[config.mk]
export PLATFORM = sky130hd
export DESIGN_NAME = seq_binary_divider_flat
export DESIGN_NICKNAME = d
export VERILOG_FILES = /design/src/rtl/seq_binary_divider_if.sv /design/src/rtl/seq_binary_divider.sv /design/src/flat_wrapper.sv
export SDC_FILE = /design/constraint.sdc
export NUM_CORES = 1
export LEC_CHECK = 0
export ABC_AREA = 1
export CAP_MARGIN = 20
export CORE_MARGIN = 2
export CORE_UTILIZATION = 32
export DETAILED_ROUTE_END_ITERATION = 10
export PLACE_DENSITY_LB_ADDON = 0.3
export SLEW_MARGIN = 20
export SYNTH_ARGS = -nofsm -noshare
export SYNTH_HDL_FRONTEND = slang
export SYNTH_SLANG_ARGS = --single-unit
[constraint.sdc]
create_clock -name clk -period 3.3 [get_ports clk]
set_input_delay 0.495 -clock clk [delete_from_list [all_inputs] [get_ports clk]]
set_output_delay 0.495 -clock clk [all_outputs]
set_load 0.02 [all_outputs]
[src/rtl/seq_binary_divider_if.sv]
// seq_binary_divider_if: start/busy/done handshake plus operands and results of the 7/3 divider
// Ports: master drives start, dividend[6:0], divisor[2:0]; slave drives busy, done, quotient[6:0], remainder[2:0], div_by_zero
interface seq_binary_divider_if;
    logic       start;
    logic [6:0] dividend;
    logic [2:0] divisor;
    logic       busy;
    logic       done;
    logic [6:0] quotient;
    logic [2:0] remainder;
    logic       div_by_zero;
    modport master(output start, dividend, divisor, input busy, done, quotient, remainder, div_by_zero);
    modport slave(input start, dividend, divisor, output busy, done, quotient, remainder, div_by_zero);
endinterface

[src/rtl/seq_binary_divider.sv]
// seq_binary_divider: restoring 7-bit by 3-bit unsigned divider, one quotient bit per clock, MSB first
// Ports: clk, rst (async active-high), bus (slave modport: start/dividend/divisor in, busy/done/quotient/remainder/div_by_zero out)
module seq_binary_divider (
    input logic                 clk,
    input logic                 rst,
    seq_binary_divider_if.slave bus
);
    localparam logic [1:0] IDLE = 2'd0;
    localparam logic [1:0] RUN  = 2'd1;
    localparam logic [1:0] DONE = 2'd2;
    logic [1:0] state;
    logic [3:0] p;
    logic [6:0] w;
    logic [2:0] cnt;
    logic [2:0] dvs;
    logic [6:0] q_r;
    logic [2:0] r_r;
    logic       dz_r;
    logic [3:0] p_sh;
    logic       ge;
    logic [3:0] p_nx;
    logic [6:0] w_nx;
    // w shifts dividend bits out of the MSB while quotient bits enter at the LSB,
    // so after seven steps it holds the complete quotient
    always_comb begin
        p_sh = {p[2:0], w[6]};
        ge   = p_sh >= {1'b0, dvs};
        p_nx = ge ? p_sh - {1'b0, dvs} : p_sh;
        w_nx = {w[5:0], ge};
    end
    always_ff @(posedge clk or posedge rst) begin
        if (rst) begin
            state <= IDLE;
            p     <= '0;
            w     <= '0;
            cnt   <= '0;
            dvs   <= '0;
            q_r   <= '0;
            r_r   <= '0;
            dz_r  <= 1'b0;
        end else begin
            case (state)
                IDLE: if (bus.start) begin
                    if (bus.divisor == 3'd0) begin
                        q_r   <= 7'h7F;
                        r_r   <= 3'd0;
                        dz_r  <= 1'b1;
                        state <= DONE;
                    end else begin
                        w     <= bus.dividend;
                        p     <= '0;
                        cnt   <= 3'd6;
                        dvs   <= bus.divisor;
                        state <= RUN;
                    end
                end
                RUN: begin
                    p   <= p_nx;
                    w   <= w_nx;
                    cnt <= cnt - 3'd1;
                    if (cnt == 3'd0) begin
                        q_r   <= w_nx;
                        r_r   <= p_nx[2:0];
                        dz_r  <= 1'b0;
                        state <= DONE;
                    end
                end
                default: state <= IDLE;
            endcase
        end
    end
    assign bus.busy        = state == RUN;
    assign bus.done        = state == DONE;
    assign bus.quotient    = q_r;
    assign bus.remainder   = r_r;
    assign bus.div_by_zero = dz_r;
endmodule

[src/flat_wrapper.sv]
// flat-port wrapper written by rule: the top's interface ports become plain ports
module seq_binary_divider_flat 
  (clk, rst, bus_start, bus_dividend, bus_divisor, bus_busy, bus_done, bus_quotient, bus_remainder, bus_div_by_zero);
  seq_binary_divider_if bus_i ();
  input logic clk;
  input logic rst;
  input wire logic [$bits(bus_i.start)-1:0] bus_start;
  input wire logic [$bits(bus_i.dividend)-1:0] bus_dividend;
  input wire logic [$bits(bus_i.divisor)-1:0] bus_divisor;
  output wire logic [$bits(bus_i.busy)-1:0] bus_busy;
  output wire logic [$bits(bus_i.done)-1:0] bus_done;
  output wire logic [$bits(bus_i.quotient)-1:0] bus_quotient;
  output wire logic [$bits(bus_i.remainder)-1:0] bus_remainder;
  output wire logic [$bits(bus_i.div_by_zero)-1:0] bus_div_by_zero;
  assign bus_i.start = bus_start;
  assign bus_i.dividend = bus_dividend;
  assign bus_i.divisor = bus_divisor;
  assign bus_busy = bus_i.busy;
  assign bus_done = bus_i.done;
  assign bus_quotient = bus_i.quotient;
  assign bus_remainder = bus_i.remainder;
  assign bus_div_by_zero = bus_i.div_by_zero;
  seq_binary_divider u_core (.clk(clk), .rst(rst), .bus(bus_i));
endmodule
==> reports/results.ini, run 1 <==
[logic_synthesis]
yosysSeqAreaShare_pct = 50.0
fa_ha_area_share_pct = 5.69
yosys-stat-cells = 163
ff_type = dfrtp_1
compound_area_share_pct = 10.9
synth_cells = 163
ys_seq_elements = 29
yosys_warnings = 0
synth-xor-area-share_pct = 0.603
common_cells = 51 x nand2_1, 29 x dfrtp_1, 14 x inv_1, 11 x nor2_1, 8 x o21ai_0
synth_cell_type_count = 23
netlist_top_cells_area = dfrtp_1 50%, nand2_1 13%, ha_1 4.3%, inv_1 3.6%, o21ai_2 3.0%
top_logic_kind = simple AND/OR/NAND/NOR gates
top_cell_area_share_pct = 50.0
async_flop_share_pct = 100
syn_nets = 182
simple_gate_area_share_pct = 26.0
yosysTopAreaCell = dfrtp_1
syn_area_um2 = 1450
edf_count = 0
synth.avg_cell_area_um2 = 8.90
mux_area_share_pct = 0
ys_area_um2 = 1450
yosysMostFrequentCell = nand2_1

[power]
clockPowerShare_pct = 16.3
p_sw_uw = 882
p_int_mw = 1.13
vdd_drop_max_mv = 0.386
seq-power_uw = 622
leakage_nw = 0.902
swShare_pct = 43.8
combPwrFrac_pct = 52.8
top_power_group = combinational cells
pg_clk_uw = 328
power_per_cell_area_nw_per_um2 = 1100
pwr-share-seq_pct = 30.9
comb-power_mw = 1.06

[final_layout]
clock_area_share_pct = 5.51
insertedDiodeCount = 0
logic_gates = 114
layout.nonclk_buf_share_pct = 14.0
n_clock_buffer = 7
flop-count = 29
inverters = 16
largest_cell_class = flip-flops and latches
n_fill_cell = 441
fin_nets = 211
layout-drive-gt1-share_pct = 13.5
logic_area_um2 = 628
comb_share_pct = 34.2
flop_area_um2 = 726

[flow_run]
maxCapViolations = 0
tool_warnings = 27

[detailed_routing]
met2_length_mm = 1.32
avgViaCountPerCell = 4.59
top_layer = met4
vias = 1124
ant_nets = 0
drt-met1-wl_mm = 1.40
drc_errors = 0
met3_length_um = 138
drt_first_pass_iters = 4
wirelength_mm = 2.94
dr.first_iter.drc_count = 32
wl_per_cell_um = 12.0

[timing]
max_slew_margin_pct = 74.7
rsz0062_at_grt = false
finClkSkew_ns = 0.0141
slew_violations = 0
fmax_mhz = 436
fin_crit_sh_pct = 69.5
setup_viol = 0
fin_crit_ns = 2.29
tns_ns = 0
tightest_slew_ns = 0.379
final-hold-violation-count = 0

[critical_path]
cpMaxStageDelayCell = clkdlybuf4s50_1
r2r-start = u_core.w[6]
regToRegEndpoint = u_core.bus.remainder[2]
cp.arrival_ns = 1.80
cp_data_required_time_ns = 2.80
path_max_fanout = 16
cp_num_buf_inv = 3
crit_chain = inv_2 -> nand2_4 -> inv_2 -> clkdlybuf4s50_1
critical_path.max_stage_delay_ns = 0.66
cp.depth = 4
reg2reg_depth = 10
critical_path_class = flip-flop to output pin
worst_path_most_repeated_cell = inv_2
rrSetupSlack_ns = 1.51
startpoint_type = flip-flop
cp_top_family = buffers and inverters
end_kind = output pin

[cts]
holdBufCountCts = 0
post_cts_buffers = 0
insertion_delay_ns = 0.29
cts-buffers-inserted = 5
cts_sinks = 29
cts_tree = built
cts_resized = 0
htreeDepth = 2
clk_path_buf_depth = 2
clk_pin_slew_worst_paths_ns = 0.07
cts_root_buf = clkbuf_8

[worst_hold_path]
min-delay-start = u_core.bus.remainder[1]
min_path_type = flip-flop to flip-flop
min_to = u_core.bus.remainder[1]
hold_depth = 2

[placed_design]
portBuffers = 25
placed_area_um2 = 1740
dp_hpwl_mm = 2.09
gp_congestion = 0.804

[floorplan]
die_area_um2 = 5090
fp.dieW_um = 71.3
die_h_um = 71.3
io_pins = 26
core.rowCount = 24

[grt]
grt_usage_pct = 13.0
grt_pass1_vias = 1133
grt_max_degree = 30
antenna_found_initial = 0
overflow = 0
grt_pass1_wl_mm = 5.02

[run_status]
outcome = completed

[run 1: metal layers]
metal,GRT usage [%],vias up
li1,-,578
met3,3.94,8
met1,15.9,518
met5,0,-
met2,20.4,20
met4,7.55,0
[run 1: layout by cell type (no fill, tap or decap)]
| cell type | n |
|---|---|
| a22oi_1 | 2 |
| buf_4 | 1 |
| clkbuf_8 | 7 |
| clkdlybuf4s50_1 | 25 |
| clkinv_2 | 1 |
| dfrtp_1 | 29 |
| fa_1 | 1 |
| ha_1 | 5 |
| inv_1 | 14 |
| inv_2 | 2 |
| nand2_1 | 51 |
| nand2_2 | 3 |
| nand2_4 | 2 |
| nand3_1 | 6 |
| nand3_4 | 1 |
| nand3b_1 | 1 |
| nand4_1 | 3 |
| nor2_1 | 11 |
| nor2_4 | 1 |
| o21ai_0 | 8 |
| o21ai_1 | 6 |
| o21ai_2 | 5 |
| o21bai_1 | 4 |
| or2_2 | 3 |
| xnor2_1 | 1 |
[run 1: worst max-delay path by stage]
stage               startpoint          end  slack, ns
6_report       u_core.state[1]     bus_busy       1.01
4_1_cts        u_core.state[1]     bus_busy       1.00
5_1_grt        u_core.state[1]     bus_busy       0.94
3_5_place_dp   u_core.state[1]     bus_busy       1.32
3_3_place_gp   u_core.state[1]     bus_busy       1.35
2_1_floorplan      u_core.w[6]  u_core.w[0]       1.72
[run 1: per-stage QoR]
step	hold WS, ns	cells	power, mW	util [%]	worst slack (ns)
6_report	0.476	245	2.01	42.2	1.01
3_5_place_dp	0.469	237	1.71	39.9	1.32
4_1_cts	0.483	245	2.04	42.2	1.00
3_3_place_gp	0.465	237	1.70	39.9	1.35
2_1_floorplan	0.450	163	1.43	-	1.72
5_1_grt	0.493	245	2.20	42.2	0.939
Fig. 1: run 1, cell outlines without signal wires
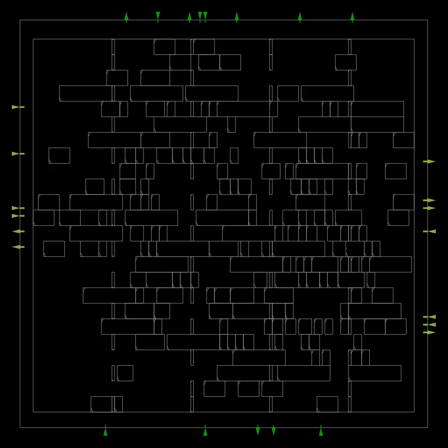
num tapcells: 52
fraction of area in registers: 39.5%
core area: 4350 um2

Fig. 2: run 1, cells by drive strength
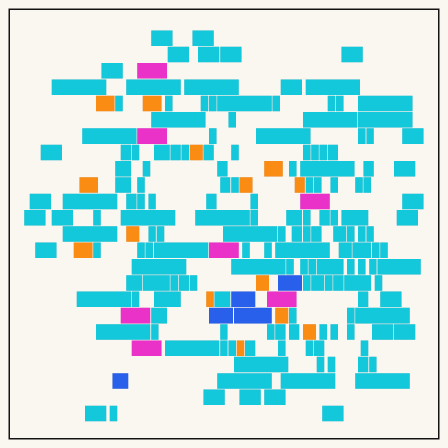
orange -> x2  # cells 14
cyan -> x1 and smaller  # cells 167
blue -> x3 and x4  # cells 5
magenta -> x6 and larger  # cells 7
Final Instance Area: 1840 um2
layout overhead on the synthesized area: 26.6%
Non-clock buffers: 26

Fig. 3: run 1, local utilization
7 x 7 tiles, from white (low) to dark blue (high), 0 to 100% covered.
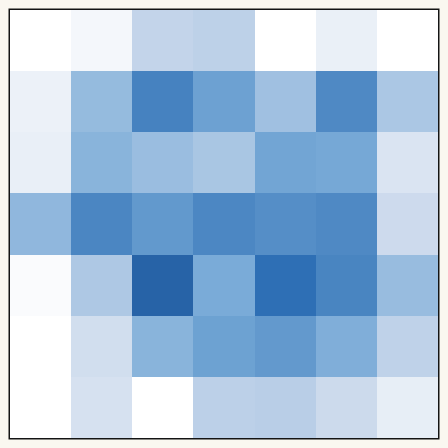
mean over tiles = 35%
nearly empty tiles = 12%
tiles over 75% full = 2.0%
fullest tile = 79%
densest ninth of the die = center
Util after Layout: 42.2%
fp util: 33.3%

==> run 1 -> run 2 <==
==> constraint.sdc (replaced) <==
create_clock -name clk -period 2.17 [get_ports clk]
set_input_delay 0.3255 -clock clk [delete_from_list [all_inputs] [get_ports clk]]
set_output_delay 0.3255 -clock clk [all_outputs]
set_load 0.02 [all_outputs]
Fig. 4: run 2, local utilization
7 x 7 tiles, from white (low) to dark blue (high), 0 to 100% covered.
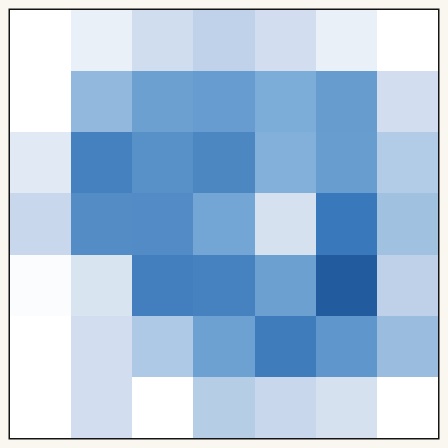
tiles over 75% full = 2.0%
nearly empty tiles = 14%
emptiest ninth of the die = south-west
fullest tile = 83%
mean over tiles = 35%
densest ninth of the die = center

Fig. 5: run 2, I/O pins on the die edge
The bar under the picture is 20 um long. Pins as bars across the die edge, other pins in gray.
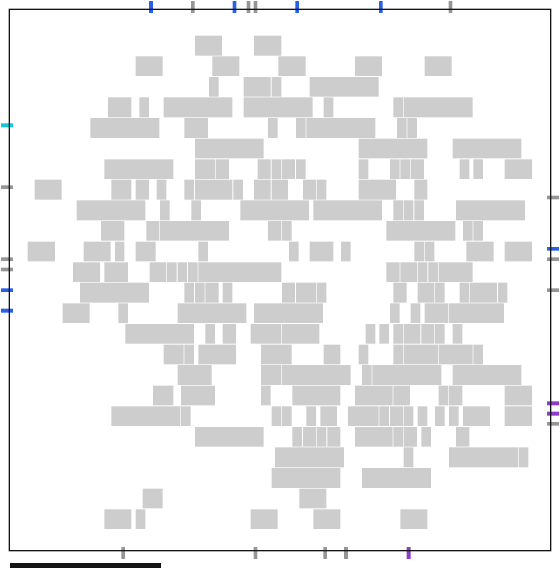
blue -> bus_quotient  # pins 7, direction output, edge 4 north, 2 west, 1 east
cyan -> clk  # pins 1, direction input, edge west
purple -> bus_divisor  # pins 3, direction input, edge 2 east, 1 south

==> reports/results.ini, run 2 <==
[run_status]
outcome = completed  ; unchanged

[critical_path]
cp.arrival_ns = 1.73  ; was 1.80 ns
startpoint_type = flip-flop  ; unchanged
end_kind = output pin  ; unchanged
path_max_fanout = 16  ; unchanged
r2r-start = u_core.w[6]  ; unchanged
regToRegEndpoint = u_core.w[0]  ; was u_core.bus.remainder[2]
rrSetupSlack_ns = 0.39  ; was 1.51 ns
reg2reg_depth = 10  ; unchanged
crit_path_start = u_core.state[1]  ; unchanged
cp_data_required_time_ns = 1.84  ; was 2.80 ns
crit_path_end = bus_busy  ; unchanged
critical_path_class = flip-flop to output pin  ; unchanged

[grt]
busiest_layer = met2  ; unchanged
grtUsageMet2_pct = 19.5  ; was 20.4%
grt_usage_pct = 13.2  ; was 13.0%
grt_pass1_wl_mm = 5.13  ; was 5.02 mm
grt_use_met1_pct = 17.6  ; was 15.9%
grt_util_met3_pct = 3.52  ; was 3.94%
grt_pass1_vias = 1162  ; was 1,133
overflow = 0  ; unchanged
antenna_found_initial = 0  ; unchanged
grt_max_degree = 30  ; unchanged

[placed_design]
portBuffers = 25  ; unchanged
gp_congestion = 0.726  ; was 0.804
dp_hpwl_mm = 2.05  ; was 2.09 mm

[timing]
finClkSkew_ns = 0.00631  ; was 0.0141 ns
final-hold-violation-count = 0  ; unchanged
tns_ns = 0  ; unchanged
fmax_mhz = 487
rsz0062_at_grt = false  ; unchanged
slew_violations = 0  ; unchanged
fin_hold_ws_ns = 0.418  ; was 0.476 ns
fin_crit_sh_pct = 94.7
tightest_slew_ns = 0.382  ; was 0.379 ns
max_slew_margin_pct = 74.5  ; was 74.7%
fin_crit_ns = 2.06
setup_viol = 0  ; unchanged

[cts]
cts_tree = built  ; unchanged
insertion_delay_ns = 0.28  ; was 0.29 ns
cts-buffers-inserted = 5  ; unchanged
cts_root_buf = clkbuf_8  ; unchanged
htreeDepth = 2  ; unchanged
clk_path_buf_depth = 2  ; unchanged
post_cts_buffers = 0  ; unchanged
clk_pin_slew_worst_paths_ns = 0.07  ; about the same
cts_sinks = 29  ; unchanged

[final_layout]
area_growth_pct = 27.8  ; was 26.6%
n_fill_cell = 442  ; was 441
layout-drive-gt1-share_pct = 13.0  ; was 13.5%
lay_top_count = nand2_1  ; unchanged
fin_nets = 211  ; unchanged
insertedDiodeCount = 0  ; unchanged
lay_top_cells = 51 x nand2_1, 29 x dfrtp_1, 25 x clkdlybuf4s50_1  ; unchanged

[logic_synthesis]
ys_area_um2 = 1450  ; unchanged
yosysTopAreaCell = dfrtp_1  ; unchanged
yosys-stat-cells = 163  ; unchanged
async_flop_share_pct = 100  ; unchanged
yosysMostFrequentCell = nand2_1  ; unchanged
edf_count = 0  ; unchanged
ff_type = dfrtp_1  ; unchanged
synth_cells = 163  ; unchanged
syn_nets = 182  ; unchanged
top_cell_area_share_pct = 50.0  ; unchanged
netlist_top_cells_area = dfrtp_1 50%, nand2_1 13%, ha_1 4.3%, inv_1 3.6%, o21ai_2 3.0%  ; unchanged
yosysSeqAreaShare_pct = 50.0  ; unchanged
synth.avg_cell_area_um2 = 8.90  ; unchanged
synth_cell_type_count = 23  ; unchanged
yosys_warnings = 0  ; unchanged
common_cells = 51 x nand2_1, 29 x dfrtp_1, 14 x inv_1, 11 x nor2_1, 8 x o21ai_0  ; unchanged
ys_seq_elements = 29  ; unchanged
syn_area_um2 = 1450  ; unchanged

[worst_hold_path]
min_path_type = input pin to async pin  ; was flip-flop to flip-flop

[detailed_routing]
wl_per_cell_um = 12.1  ; was 12.0 um
ant_nets = 0  ; unchanged
vias = 1151  ; was 1,124
met3_length_um = 119  ; was 138 um
drc_errors = 0  ; unchanged
avgViaCountPerCell = 4.70  ; was 4.59
wirelength_mm = 2.95  ; was 2.94 mm
drt-met1-wl_mm = 1.48  ; was 1.40 mm
drt_first_pass_iters = 4  ; unchanged
met2_length_mm = 1.29  ; was 1.32 mm
top_layer = met4  ; unchanged
dr.first_iter.drc_count = 47  ; was 32

[floorplan]
core.rowCount = 24  ; unchanged
io_pins = 26  ; unchanged
die_h_um = 71.3  ; unchanged
fp.dieW_um = 71.3  ; unchanged
fp_util_pct = 33.3  ; unchanged
core_um2 = 4350  ; unchanged
die_area_um2 = 5090  ; unchanged

[power]
power_per_cell_area_nw_per_um2 = 1700  ; was 1100 nW/um2
leakage_nw = 0.906  ; was 0.902 nW
vdd_drop_max_mv = 0.483  ; was 0.386 mV

[flow_run]
maxCapViolations = 0  ; unchanged
tool_warnings = 27  ; unchanged

## run 2: cell count changes in the layout (fill, tap and decap cells not counted), sizes merged
| cell | before | now |
|---|---|---|
| bufinv | 0 | 1 |
| inv | 16 | 15 |
## run 2: stage by stage
stage	util [%]	cell area, um2	setup slack, ns	total power, mW	std cells
detailed placement	39.9	1740	0.353	2.59	237
finish	42.6	1850	0.115	3.15	245
global route	42.6	1850	0.0422	3.46	245
global placement	39.9	1740	0.388	2.57	237
CTS	42.6	1850	0.0424	3.20	245
floorplan	-	1450	0.586	2.17	163
## run 2: where the power goes
| group | internal, mW | leakage (nW) | switching, mW |
|---|---|---|---|
| Sequential | 0.800 | 0.353 | 0.147 |
| Combinational | 0.636 | 0.494 | 0.982 |
| Clock | 0.374 | 0.0585 | 0.208 |
## run 2: critical path: stages, from the launching register on
cell	delay [ns]
dfrtp_1	0.40
inv_2	0.10
nand2_4	0.10
clkinv_2	0.20
clkdlybuf4s50_1	0.65
## run 2: logic make-up (layout without fill, tap and decap cells)
| kind of cell | Yosys count | count (layout) | synth area share [%] |
|---|---|---|---|
| and+or+nand+nor | 82 | 82 | 26.0 |
| DFF | 29 | 29 | 50.0 |
| AOI/OAI and AO/OA | 25 | 25 | 10.9 |
| buffers and inverters | 20 | 50 | 6.72 |
| adders and majority gates | 6 | 6 | 5.69 |
| xor gates and xnor gates | 1 | 1 | 0.604 |
## run 2: area by class of cell
type	count	area, um2	area share (%)
sequential	29	726	39.1
multi-input combinational	114	628	33.9
timing repair buffer	26	258	13.9
clock buffer	7	86.3	4.66
tap	52	65.1	3.51
inverter	16	61.3	3.31
clock inverter	1	30.0	1.62
## run 2: repair_timing
item | 4_1_cts | 5_1_grt
hold buffers | 0 | 0
resized | 0 | 1
endpoints found under the setup margin | 0 | 1
Power and IR drop assume default switching activity.
